==> images/class_map.png <==
Scale: 8 px per um. Fill, decap, tap and diode cells in grey.
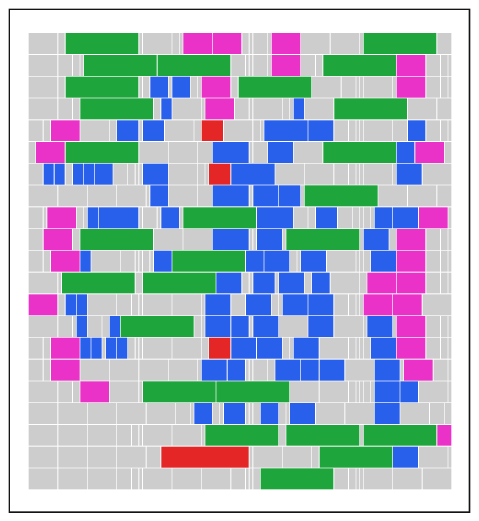
==> images/ff_map.png <==
Scale: 8 px per um.
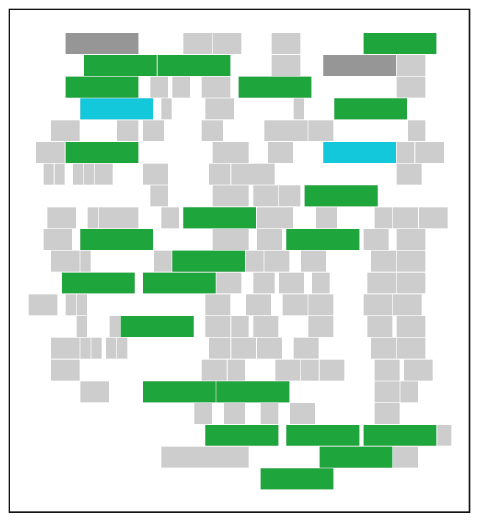
==> images/congestion_map.png <==
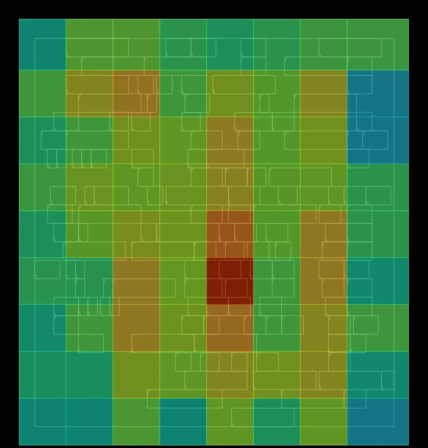
==> images/clock_wires.png <==
Scale: 10 px per um.
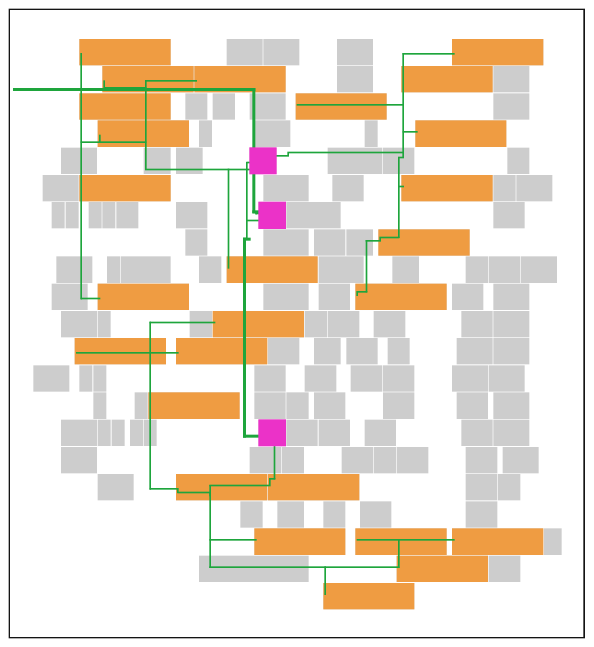
==> images/floorplan.png <==
Scale: 6 px per um. Pins as bars on the die edge.
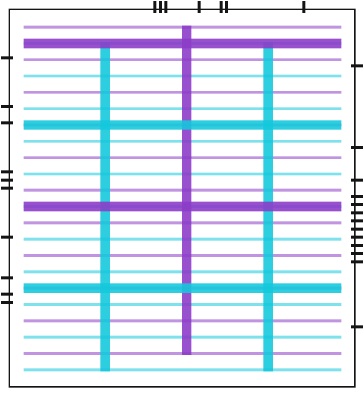
**src/rtl/fwd_hazard_sb_if.sv**
```systemverilog
// Decode-side bus between the issue stage and the forwarding/hazard unit.
// Parameters AW and DEPTH must match the ones given to fwd_hazard_sb.
//
// Handshake: the issue stage (master) presents one instruction per cycle
// with id_valid. The hazard unit (slave) accepts it on a rising edge when
// stall is low and flush is low. While stall is high the master holds every
// id_* field stable, and EX receives a bubble. flush drops the instruction
// unconditionally and takes priority over stall. byp_rs/byp_rt qualify the
// same-cycle operands. fwd_rs/fwd_rt belong to whatever instruction sits
// in EX in the current cycle.
interface fwd_hazard_sb_if #(
   parameter int AW    = 5,
   parameter int DEPTH = 3
);
   localparam int FW = $clog2(DEPTH);

   logic          id_valid;
   logic [AW-1:0] id_rs;
   logic [AW-1:0] id_rt;
   logic          id_use_rs;
   logic          id_use_rt;
   logic [AW-1:0] id_rd;
   logic          id_regwr;
   logic          id_load;
   logic          flush;
   logic          stall;
   logic          byp_rs;
   logic          byp_rt;
   logic [FW-1:0] fwd_rs;
   logic [FW-1:0] fwd_rt;

   modport master (
      output id_valid, id_rs, id_rt, id_use_rs, id_use_rt,
             id_rd, id_regwr, id_load, flush,
      input  stall, byp_rs, byp_rt, fwd_rs, fwd_rt
   );

   modport slave (
      input  id_valid, id_rs, id_rt, id_use_rs, id_use_rt,
             id_rd, id_regwr, id_load, flush,
      output stall, byp_rs, byp_rt, fwd_rs, fwd_rt
   );
endinterface

```
**src/rtl/fwd_hazard_sb.sv**
```systemverilog
// Forwarding and load-use hazard unit for the in-order integer pipeline.
// It keeps a scoreboard of in-flight register writes, one entry per
// post-decode stage (stage 1 = EX, stage DEPTH = WB). From that scoreboard
// it produces the registered EX forwarding selects, the combinational
// WB->decode bypass flags, and the load-use stall.
// Optional feature: define FWD_PERF_CNT_EN to add the 32-bit stall_cnt port.
module fwd_hazard_sb #(
   parameter  int AW         = 5,
   parameter  int DEPTH      = 3,
   parameter  int LOAD_STAGE = 2,
   localparam int FW         = $clog2(DEPTH)
) (
   input  logic                  clk,
   input  logic                  rst_n,
   fwd_hazard_sb_if.slave        bus
`ifdef FWD_PERF_CNT_EN
   ,
   output logic [31:0]           stall_cnt
`endif
);

   typedef struct packed {
      logic          v;
      logic          wr;
      logic [AW-1:0] rd;
      logic          ld;
   } sb_entry_t;

   // sb[i] describes the instruction in post-decode stage i.
   sb_entry_t sb [1:DEPTH];

   int            idx_rs;
   int            idx_rt;
   logic          ld_rs;
   logic          ld_rt;
   logic          haz_rs;
   logic          haz_rt;
   logic          stall_int;
   logic [FW-1:0] nxt_fwd_rs;
   logic [FW-1:0] nxt_fwd_rt;

   // Find the youngest matching producer per source; scanning from oldest to
   // youngest lets the youngest match overwrite older ones. 0 means no match.
   always_comb begin
      idx_rs = 0;
      idx_rt = 0;
      ld_rs  = 1'b0;
      ld_rt  = 1'b0;
      for (int i = DEPTH; i >= 1; i--) begin
         if (bus.id_valid && bus.id_use_rs && (bus.id_rs != '0) &&
             sb[i].v && sb[i].wr && (sb[i].rd == bus.id_rs)) begin
            idx_rs = i;
            ld_rs  = sb[i].ld;
         end
         if (bus.id_valid && bus.id_use_rt && (bus.id_rt != '0) &&
             sb[i].v && sb[i].wr && (sb[i].rd == bus.id_rt)) begin
            idx_rt = i;
            ld_rt  = sb[i].ld;
         end
      end
   end

   // A load still in a stage before its data register is a hazard. A WB
   // match is served by the bypass, so it does not get an EX select.
   always_comb begin
      haz_rs     = (idx_rs != 0) && ld_rs && (idx_rs < LOAD_STAGE);
      haz_rt     = (idx_rt != 0) && ld_rt && (idx_rt < LOAD_STAGE);
      stall_int  = (haz_rs || haz_rt) && !bus.flush;
      nxt_fwd_rs = '0;
      nxt_fwd_rt = '0;
      if ((idx_rs != 0) && (idx_rs < DEPTH) && !haz_rs) nxt_fwd_rs = FW'(idx_rs);
      if ((idx_rt != 0) && (idx_rt < DEPTH) && !haz_rt) nxt_fwd_rt = FW'(idx_rt);
   end

   assign bus.stall  = stall_int;
   assign bus.byp_rs = (idx_rs == DEPTH);
   assign bus.byp_rt = (idx_rt == DEPTH);

   // Scoreboard advances every cycle. flush drops the stage-1 entry and the
   // decode instruction; a stalled decode instruction is replaced by a bubble.
   always_ff @(posedge clk or negedge rst_n) begin
      if (!rst_n) begin
         for (int i = 1; i <= DEPTH; i++) sb[i] <= '0;
      end else begin
         for (int i = DEPTH; i >= 3; i--) sb[i] <= sb[i-1];
         sb[2] <= bus.flush ? '0 : sb[1];
         if (bus.id_valid && !stall_int && !bus.flush)
            sb[1] <= '{v: 1'b1, wr: bus.id_regwr, rd: bus.id_rd, ld: bus.id_load};
         else
            sb[1] <= '0;
      end
   end

   // EX operand selects follow the instruction into EX; a bubble gets 0.
   always_ff @(posedge clk or negedge rst_n) begin
      if (!rst_n) begin
         bus.fwd_rs <= '0;
         bus.fwd_rt <= '0;
      end else if (stall_int || bus.flush) begin
         bus.fwd_rs <= '0;
         bus.fwd_rt <= '0;
      end else begin
         bus.fwd_rs <= nxt_fwd_rs;
         bus.fwd_rt <= nxt_fwd_rt;
      end
   end

`ifdef FWD_PERF_CNT_EN
   // Count stall cycles; wraps naturally at 2^32.
   always_ff @(posedge clk or negedge rst_n) begin
      if (!rst_n)         stall_cnt <= '0;
      else if (stall_int) stall_cnt <= stall_cnt + 32'd1;
   end
`endif

endmodule

```
**src/flat_wrapper.sv**
```systemverilog
// flat-port wrapper written by rule: the top's interface ports become plain ports
module fwd_hazard_sb_flat 
#(
   parameter  int AW         = 5,
   parameter  int DEPTH      = 3,
   parameter  int LOAD_STAGE = 2,
   localparam int FW         = $clog2(DEPTH)
)
  (clk, rst_n, bus_id_valid, bus_id_rs, bus_id_rt, bus_id_use_rs, bus_id_use_rt, bus_id_rd, bus_id_regwr, bus_id_load, bus_flush, bus_stall, bus_byp_rs, bus_byp_rt, bus_fwd_rs, bus_fwd_rt);
  fwd_hazard_sb_if #(.AW(AW), .DEPTH(DEPTH)) bus_i ();
  input  logic clk;
  input  logic rst_n;
  input wire logic [$bits(bus_i.id_valid)-1:0] bus_id_valid;
  input wire logic [$bits(bus_i.id_rs)-1:0] bus_id_rs;
  input wire logic [$bits(bus_i.id_rt)-1:0] bus_id_rt;
  input wire logic [$bits(bus_i.id_use_rs)-1:0] bus_id_use_rs;
  input wire logic [$bits(bus_i.id_use_rt)-1:0] bus_id_use_rt;
  input wire logic [$bits(bus_i.id_rd)-1:0] bus_id_rd;
  input wire logic [$bits(bus_i.id_regwr)-1:0] bus_id_regwr;
  input wire logic [$bits(bus_i.id_load)-1:0] bus_id_load;
  input wire logic [$bits(bus_i.flush)-1:0] bus_flush;
  output wire logic [$bits(bus_i.stall)-1:0] bus_stall;
  output wire logic [$bits(bus_i.byp_rs)-1:0] bus_byp_rs;
  output wire logic [$bits(bus_i.byp_rt)-1:0] bus_byp_rt;
  output wire logic [$bits(bus_i.fwd_rs)-1:0] bus_fwd_rs;
  output wire logic [$bits(bus_i.fwd_rt)-1:0] bus_fwd_rt;
  assign bus_i.id_valid = bus_id_valid;
  assign bus_i.id_rs = bus_id_rs;
  assign bus_i.id_rt = bus_id_rt;
  assign bus_i.id_use_rs = bus_id_use_rs;
  assign bus_i.id_use_rt = bus_id_use_rt;
  assign bus_i.id_rd = bus_id_rd;
  assign bus_i.id_regwr = bus_id_regwr;
  assign bus_i.id_load = bus_id_load;
  assign bus_i.flush = bus_flush;
  assign bus_stall = bus_i.stall;
  assign bus_byp_rs = bus_i.byp_rs;
  assign bus_byp_rt = bus_i.byp_rt;
  assign bus_fwd_rs = bus_i.fwd_rs;
  assign bus_fwd_rt = bus_i.fwd_rt;
  fwd_hazard_sb #(.AW(AW), .DEPTH(DEPTH), .LOAD_STAGE(LOAD_STAGE)) u_core (.clk(clk), .rst_n(rst_n), .bus(bus_i));
endmodule
```
**config.mk**
```make
export PLATFORM = sky130hd
export DESIGN_NAME = fwd_hazard_sb_flat
export DESIGN_NICKNAME = d
export VERILOG_FILES = /design/src/rtl/fwd_hazard_sb_if.sv /design/src/rtl/fwd_hazard_sb.sv /design/src/flat_wrapper.sv
export SDC_FILE = /design/constraint.sdc
export NUM_CORES = 1
export LEC_CHECK = 0
export CAP_MARGIN = 20
export CORE_ASPECT_RATIO = 1.1
export CORE_MARGIN = 2
export CORE_UTILIZATION = 40
export CTS_CLUSTER_SIZE = 40
export DETAILED_ROUTE_END_ITERATION = 10
export PLACE_DENSITY_LB_ADDON = 0.08
export SLEW_MARGIN = 30
export SYNTH_ARGS = -nofsm -noshare
export SYNTH_HDL_FRONTEND = slang
export SYNTH_SLANG_ARGS = --single-unit
```
**constraint.sdc**
```tcl
create_clock -name clk -period 6.45 [get_ports clk]
set_clock_uncertainty 0.1 [all_clocks]
set_input_delay 1.6125 -clock clk [delete_from_list [all_inputs] [get_ports clk]]
set_output_delay 1.6125 -clock clk [all_outputs]
set_load 0.02 [all_outputs]
```
==> changes_impl.md <==
### Changed

* Outcome: complete, no violations
* Syn_nets at 130
* CP startpoint: bus_id_rs[1]
* Worst Path Required at between 4 and 5 ns
* Largest net degree at the start of global routing at 27
* TritonCTS buffer count at 3
* Count of tool warnings at 26
* Critical path launch point type: input port
* Slowest cell on the critical path: clkdlybuf4s50_1
* Synth Instances at around 110
* Endpoint class of the critical path: output pin
* Worst EP arrival at between 4 and 5 ns
* RSZ-0062 raised after global routing: false
* Fp_density at 0.414
* Clock sink total at 26
* Placement Cell Area at 0.00157 mm^2
* DP Cell Count at approximately 170
* Top cells excl fill/tap: clkdlybuf4s50_1, dfrtp_1, xnor2_1
* Worst hold start: u_core.sb[15]
* Gr usage total at 0.160
* Flops out of synthesis at 26
* Nets at about 160
* Mapped cell area at 0.00125 mm^2
* Reg2Reg Depth at 5
* Vias post-DR at between 800 and 900
* Critical Path End: bus_stall
* Final cell count without fillers at 172
* Drc violations at 0
* H-tree levels at 1
* ANT cells at 0
* First-pass GRT wire length at ~4400 um
* Final worst-path cycle share at 0.912
* CTS tree: yes
* Endpoints failing setup at 0
* Commonest Layout Cell: clkdlybuf4s50_1
* Setup TNS Final at 0 ns
* Crit path depth at 7
* Synthesis area per yosys at 0.00125 mm^2
* Port bufs at 29
* Final Hold Viols at 0
* Pins over their slew limit at 0
* YS warnings at 0
* Total power at approximately 320 uW
* Avg Cell Area, Syn at 11.7 um^2
* Drt pass-1 iters at 3
* Lkg Pwr at a little under 0.7 nW
* Pwr/cell area at about 200 mW/mm^2
* Share of cells above drive strength 1 at 0.0942
* R2r endpoint: u_core.sb[19]
* HP Class: reg2reg
* Total I/O pin count at 30
* R2R Setup Slk at ~4.5 ns
* Cts hold-fix bufs at 0
* Worst setup margin at approximately 0.57 ns
* Worst slack at placement at just under 0.6 ns
* Grt ovf at 0
* Crit path max-delay family: buffers and inverters
* Layout Area Growth over Synthesis at 29.8%
* Die area at ~0.0036 mm^2
* Max-cap violations at 0
* GP Congestion at about 0.83
* Netlist cell types at 18
* Ys cells at approximately 110
* Clk Tree Root Cell: clkbuf_4
* Worst path cell trace: clkdlybuf4s50_1, or4_1, o211ai_2, nor4_2, o21a_2, nor2b_4, clkdlybuf4s50_1
* HPWL after detailed placement at a little over 2000 um
* Post-CTS Setup Repair Bufs at 0
* Filler cell count at 279
* Reg clk slew, reported paths at approximately 0.15 ns
* Vias/cell at between 5 and 6
* Detailed Route Iter0 Violations at 17
* Max Fclk at about 0.17 GHz
* Hold Slack at 0.305 ns
* DRT antenna net count at 0
* Vias in the first global route at 982
* WHS Path Cells at 0
* Rel. slew slack at 0.603
* CTS resizes at 0
* Worst slew pin tran at slightly below 0.6 ns
* Critical path peak fanout at 9
* Wirelength, routed at roughly 2600 um
* CP peak stage delay at between 0.6 and 0.7 ns
* Worst r2r src: u_core.sb[17]
* Most common cell on crit path: clkdlybuf4s50_1
* Sequential element share of the synthesized area at 0.519
* Worst Path Buf+Inv at 2
* WS Path Type: in2out
* CTS Buffer Depth at 2
* Hold Path Sink: u_core.sb[7]
* Antenna violations before repair at 0
* Fin crit period at roughly 5.9 ns
About class_map.png:
Green shows registers, cells 26, share of their area 41%. Magenta shows remaining buffers and delay cells, cells 29, share of their area 18%. Red shows clock drivers and dummy loads, cells 4, share of their area 3.3%. Blue shows remaining logic cells, cells 79, share of their area 38%.
register share of the cell area: 0.400
Layout Utilization: 0.538
core area: 0.00302 mm^2
Std-Cell Rows: 21
fin area: 0.00163 mm^2

About ff_map.png:
Cyan shows `u_core.bus.fwd_rt`, sequential cells 2. Green shows `u_core.sb`, sequential cells 22.
P_seq: 172 uW
Storage cell area: 651 um^2

About congestion_map.png:
Top Usage Layer GRT: met2
wire length per cell: 15.4 um
met2 GRT Util: 0.264
GRT met1 Usage: 0.210

About clock_wires.png:
Green shows clock wires, length 304 um. Orange shows flip-flops, count 26. Magenta shows clock-net drivers, count 3.
There are 4 routed clock nets.
clk pwr: 111 uW
Clock Power Share: 0.342
clk latency late pin: 0.32 ns

About floorplan.png:
Cyan shows VSS. Purple shows VDD.
The core has 21 rows. 3 straps on met4.
Die X: 57.4 um
VDD IR max: 113 uV
die height: 62.7 um

## synthesized netlist by cell type, drive strengths merged
| cell type | count | share of area |
|---|---|---|
| o211ai | 2 | 0.020 |
| or4 | 4 | 0.024 |
| nor3b | 2 | 0.012 |
| nor4 | 4 | 0.030 |
| clkbuf | 1 | 0.0030 |
| a2111oi | 2 | 0.024 |
| nand4 | 6 | 0.030 |
| xnor2 | 18 | 0.13 |
| nor4b | 2 | 0.014 |
| nor2 | 7 | 0.021 |
| nor2b | 10 | 0.056 |
| dfrtp | 26 | 0.52 |
| o21a | 1 | 0.0070 |
| nand2 | 9 | 0.027 |
| xor2 | 12 | 0.084 |
| buf | 1 | 0.0030 |
## state kept, by name, indices dropped and copies added, names as in the netlist
register / cells
u_core.bus.fwd_rt: 2
u_core.sb: 22
u_core.bus.fwd_rs: 2
## area by class of cell
class	instances	area [um^2]	share of cell area
Clock buffer	3	22.5	0.0139
Clock inverter	1	30.0	0.0185
Multi-Input combinational cell	79	594	0.366
Sequential cell	26	651	0.400
Tap cell	34	42.5	0.0262
Timing Repair Buffer	29	285	0.176
## power by group
group	total, mW	internal, mW	leakage, nW	switching (mW)
Combinational	0.0413	0.0223	0.290	0.0190
Clock	0.111	0.0629	0.0279	0.0480
Sequential	0.172	0.167	0.355	0.00421
## per-layer routing
layer / track usage / vias to the layer above / part of all wire
li1: - / 428 / -
met1: 0.210 / 429 / 0.46
met2: 0.264 / 27 / 0.48
met3: 0.0228 / 6 / 0.039
met4: 0.0581 / 0 / 0.023
met5: 0 / - / 0
## kinds of logic (layout without fill, tap and decap cells)
kind of cell	Yosys count	in the layout	synth area share
and+or+nand+nor	44	44	0.214
xor gates and xnor gates	30	30	0.210
DFF	26	26	0.519
AOI/OAI and AO/OA	5	5	0.0509
buffers and inverters	2	33	0.00599
Power and IR drop assume default switching activity.
